--- src/rtl/cpu_pkg.sv ---
// rtl/cpu_pkg.sv - shared CPU widths, reset PC, opcode length bit and fetch FSM encoding
package cpu_pkg;

  localparam int             CPU_AW       = 8;
  localparam int             CPU_DW       = 8;
  localparam logic [7:0]     CPU_RESET_PC = 8'h00;
  localparam int             OP_LEN_BIT   = 7;

  typedef enum logic {
    S_OP  = 1'b0,
    S_IMM = 1'b1
  } fetch_state_e;

  function automatic logic is_long(input logic [CPU_DW-1:0] op);
    return op[OP_LEN_BIT];
  endfunction

endpackage

--- src/rtl/byte_skid.sv ---
// rtl/byte_skid.sv - two-entry skid FIFO for fetched bytes (tagged with their pc)
module byte_skid #(
  parameter int W = 8
) (
  input  logic         clk,
  input  logic         rst,
  input  logic         clr,
  input  logic         push,
  input  logic [W-1:0] din,
  input  logic         pop,
  output logic [1:0]   occ,
  output logic [W-1:0] head,
  output logic         full,
  output logic         empty
);

  logic [W-1:0] ent0;
  logic [W-1:0] ent1;
  logic         do_push;
  logic         do_pop;

  assign full    = (occ == 2'd2);
  assign empty   = (occ == 2'd0);
  assign head    = ent0;
  assign do_pop  = pop && !empty;
  assign do_push = push && (!full || do_pop);

  // ent0 is always the head; a pop shifts ent1 down
  always_ff @(posedge clk or posedge rst) begin
    if (rst) begin
      occ  <= 2'd0;
      ent0 <= '0;
      ent1 <= '0;
    end else if (clr) begin
      occ <= 2'd0;
    end else begin
      case ({do_push, do_pop})
        2'b10: begin
          if (occ == 2'd0) ent0 <= din;
          else             ent1 <= din;
          occ <= occ + 2'd1;
        end
        2'b01: begin
          ent0 <= ent1;
          occ  <= occ - 2'd1;
        end
        2'b11: begin
          if (occ == 2'd1) begin
            ent0 <= din;
          end else begin
            ent0 <= ent1;
            ent1 <= din;
          end
        end
        default: ;
      endcase
    end
  end

endmodule

--- src/rtl/inst_fetch.sv ---
// rtl/inst_fetch.sv - instruction fetch: issues InstMem reads, assembles 1/2-byte instructions
module inst_fetch
  import cpu_pkg::*;
#(
  parameter int            AW       = CPU_AW,
  parameter int            DW       = CPU_DW,
  parameter logic [AW-1:0] RESET_PC = CPU_RESET_PC
) (
  input  logic          clk,
  input  logic          rst,
  output logic [AW-1:0] mem_addr,
  input  logic [DW-1:0] mem_dout,
  input  logic          redir_valid,
  input  logic [AW-1:0] redir_pc,
  output logic          instr_valid,
  input  logic          instr_ready,
  output logic [DW-1:0] instr_op,
  output logic [DW-1:0] instr_imm,
  output logic [AW-1:0] instr_pc,
  output logic          instr_len
);

  localparam int            EW     = AW + DW;
  localparam logic [AW-1:0] PC_ONE = 1;

  logic [AW-1:0] fpc;
  logic [AW-1:0] rpc;
  logic          rv;
  logic [2:0]    pending;
  logic          issue;

  logic [1:0]    occ;
  logic          skid_full;
  logic          skid_empty;
  logic [EW-1:0] skid_head;
  logic          push;
  logic          pop;

  logic          avail;
  logic [DW-1:0] cur_byte;
  logic [AW-1:0] cur_pc;
  logic          slot_free;

  fetch_state_e  state;
  fetch_state_e  state_nxt;
  logic          consume;
  logic          latch_op;
  logic          load;
  logic [DW-1:0] ld_op;
  logic [DW-1:0] ld_imm;
  logic [AW-1:0] ld_pc;
  logic          ld_len;
  logic [DW-1:0] op_q;
  logic [AW-1:0] pc_q;

  assign mem_addr = fpc;

  // Counting the read in flight keeps the FIFO from ever needing a third slot
  assign pending = {1'b0, occ} + {2'b00, rv};
  assign issue   = (pending < 3'd2);

  always_ff @(posedge clk or posedge rst) begin
    if (rst) begin
      fpc <= RESET_PC;
      rpc <= RESET_PC;
      rv  <= 1'b0;
    end else if (redir_valid) begin
      fpc <= redir_pc;
      rv  <= 1'b0;
    end else if (issue) begin
      fpc <= fpc + PC_ONE;
      rpc <= fpc;
      rv  <= 1'b1;
    end else begin
      rv  <= 1'b0;
    end
  end

  assign avail    = !skid_empty || rv;
  assign cur_byte = skid_empty ? mem_dout : skid_head[DW-1:0];
  assign cur_pc   = skid_empty ? rpc      : skid_head[EW-1:DW];
  assign pop      = consume && !skid_empty;
  assign push     = rv && !(consume && skid_empty);

  byte_skid #(.W(EW)) u_skid (
    .clk   (clk),
    .rst   (rst),
    .clr   (redir_valid),
    .push  (push),
    .din   ({rpc, mem_dout}),
    .pop   (pop),
    .occ   (occ),
    .head  (skid_head),
    .full  (skid_full),
    .empty (skid_empty)
  );

  assign slot_free = !instr_valid || instr_ready;

  always_ff @(posedge clk or posedge rst) begin
    if (rst)              state <= S_OP;
    else if (redir_valid) state <= S_OP;
    else                  state <= state_nxt;
  end

  always_comb begin
    state_nxt = state;
    case (state)
      S_OP:    if (avail && is_long(cur_byte)) state_nxt = S_IMM;
      S_IMM:   if (avail && slot_free)         state_nxt = S_OP;
      default: state_nxt = S_OP;
    endcase
  end

  // A long opcode is taken without waiting for the output slot
  always_comb begin
    consume  = 1'b0;
    latch_op = 1'b0;
    load     = 1'b0;
    ld_op    = '0;
    ld_imm   = '0;
    ld_pc    = '0;
    ld_len   = 1'b0;
    case (state)
      S_OP: begin
        if (avail) begin
          if (is_long(cur_byte)) begin
            consume  = 1'b1;
            latch_op = 1'b1;
          end else if (slot_free) begin
            consume = 1'b1;
            load    = 1'b1;
            ld_op   = cur_byte;
            ld_pc   = cur_pc;
          end
        end
      end
      S_IMM: begin
        if (avail && slot_free) begin
          consume = 1'b1;
          load    = 1'b1;
          ld_op   = op_q;
          ld_imm  = cur_byte;
          ld_pc   = pc_q;
          ld_len  = 1'b1;
        end
      end
      default: ;
    endcase
  end

  always_ff @(posedge clk or posedge rst) begin
    if (rst) begin
      op_q <= '0;
      pc_q <= '0;
    end else if (latch_op && !redir_valid) begin
      op_q <= cur_byte;
      pc_q <= cur_pc;
    end
  end

  always_ff @(posedge clk or posedge rst) begin
    if (rst) begin
      instr_valid <= 1'b0;
      instr_op    <= '0;
      instr_imm   <= '0;
      instr_pc    <= '0;
      instr_len   <= 1'b0;
    end else if (redir_valid) begin
      instr_valid <= 1'b0;
    end else if (load) begin
      instr_valid <= 1'b1;
      instr_op    <= ld_op;
      instr_imm   <= ld_imm;
      instr_pc    <= ld_pc;
      instr_len   <= ld_len;
    end else if (instr_ready) begin
      instr_valid <= 1'b0;
    end
  end

endmodule

--- config.mk ---
export PLATFORM = sky130hd
export DESIGN_NAME = inst_fetch
export DESIGN_NICKNAME = d
export VERILOG_FILES = /design/src/rtl/cpu_pkg.sv /design/src/rtl/byte_skid.sv /design/src/rtl/inst_fetch.sv
export SDC_FILE = /design/constraint.sdc
export NUM_CORES = 1
export LEC_CHECK = 0
export ABC_AREA = 1
export CAP_MARGIN = 10
export CORE_UTILIZATION = 40
export DETAILED_ROUTE_END_ITERATION = 8
export HOLD_SLACK_MARGIN = 0.06
export PLACE_DENSITY = 0.66
export RECOVER_POWER = 50
export SYNTH_ARGS = -nofsm -noshare
export SYNTH_HDL_FRONTEND = slang
export SYNTH_SLANG_ARGS = --single-unit
--- constraint.sdc ---
create_clock -name clk -period 4.5 [get_ports clk]
set_input_delay 1.125 -clock clk [delete_from_list [all_inputs] [get_ports clk]]
set_output_delay 1.125 -clock clk [all_outputs]
set_load 0.005 [all_outputs]
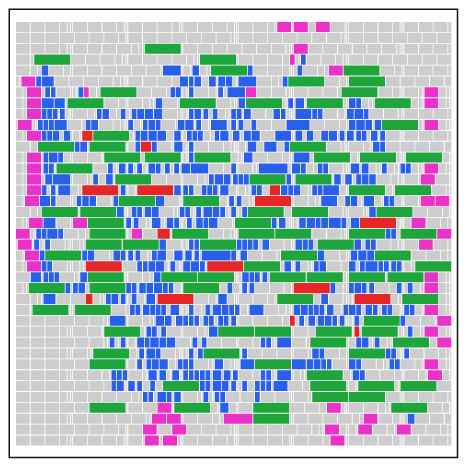
(images/placement_by_type.png)
(4 px per um) Fill, decap, tap and diode cells in grey.
legend:
  magenta:
    class: other buffers and delay cells
    cells: 58
  red:
    class: clock drivers and dummy loads
    cells: 16
  blue:
    class: combinational and other logic
    cells: 474
  green:
    class: flops
    cells: 94
core area: 0.01156 sq mm
Util after Layout: 48.95%
fin area: 0.005660 sq mm

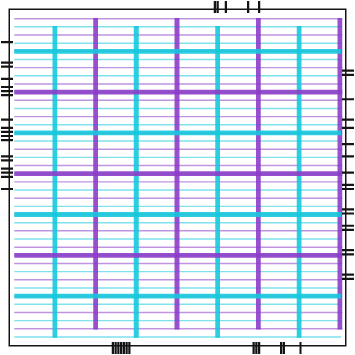
(images/power_grid.png)
(3 px per um) Pins as bars on the die edge.
legend:
  purple:
    net: VDD
  cyan:
    net: VSS
rows: 39
met5 straps: 7
signal pins: 54
met1 rails: 40

==> impl_metrics.csv <==
group,metric,value,unit
grt,grt-ovfl-total,0,
worst_setup_path,cp.required,4.69,ns
logic_synthesis,ys_sh_adder,1.040,%
worst_setup_path,r2r_cells,12,
grt,antenna_found_initial,0,
cells_and_area,fill_cells,1125,
min_path,hp-start,"instr_imm[6]",
clocking,max-clock-path-buffers,2,
min_path,hold_path_class,"reg -> reg",
worst_setup_path,cp-startpoint,"redir_valid",
place,place_congestion,0.8007,
final_timing,finalMaxSlewViolations,55,
logic_synthesis,synth.distinct_cells,35,
die,nWellTaps,143,
detailed_routing,firstDrtPassIters,7,
grt,grt_util_all_layers,18.91,%
logic_synthesis,syn_area,0.004813,sq mm
final_timing,tightest_slew,2.486,ns
cells_and_area,nNonClkBuffers,58,
logic_synthesis,ff_type,"dfrtp_1",
outcome,violations,"DRC, capacitance limit, slew limit",
final_timing,max_slew_margin,-66.66,%
worst_setup_path,slowest_delay,0.52,ns
power_and_ir_drop,switching_share,44.04,%
cells_and_area,regArea,0.002352,sq mm
outcome,run_status,"complete, but fails checks",
worst_setup_path,slowest_stage,"dlygate4sd3_1",
power_and_ir_drop,internal_power,2.306,mW
clocking,cts_hold_buf,0,
logic_synthesis,top_area_share,48.87,%
cells_and_area,clock_buffers,11,
flow_run,cap_viol_max_count,1,
die,row_count,39,
die,fp.dieH,111.7,um
detailed_routing,drc_errors,4,
place,dp_cells,769,
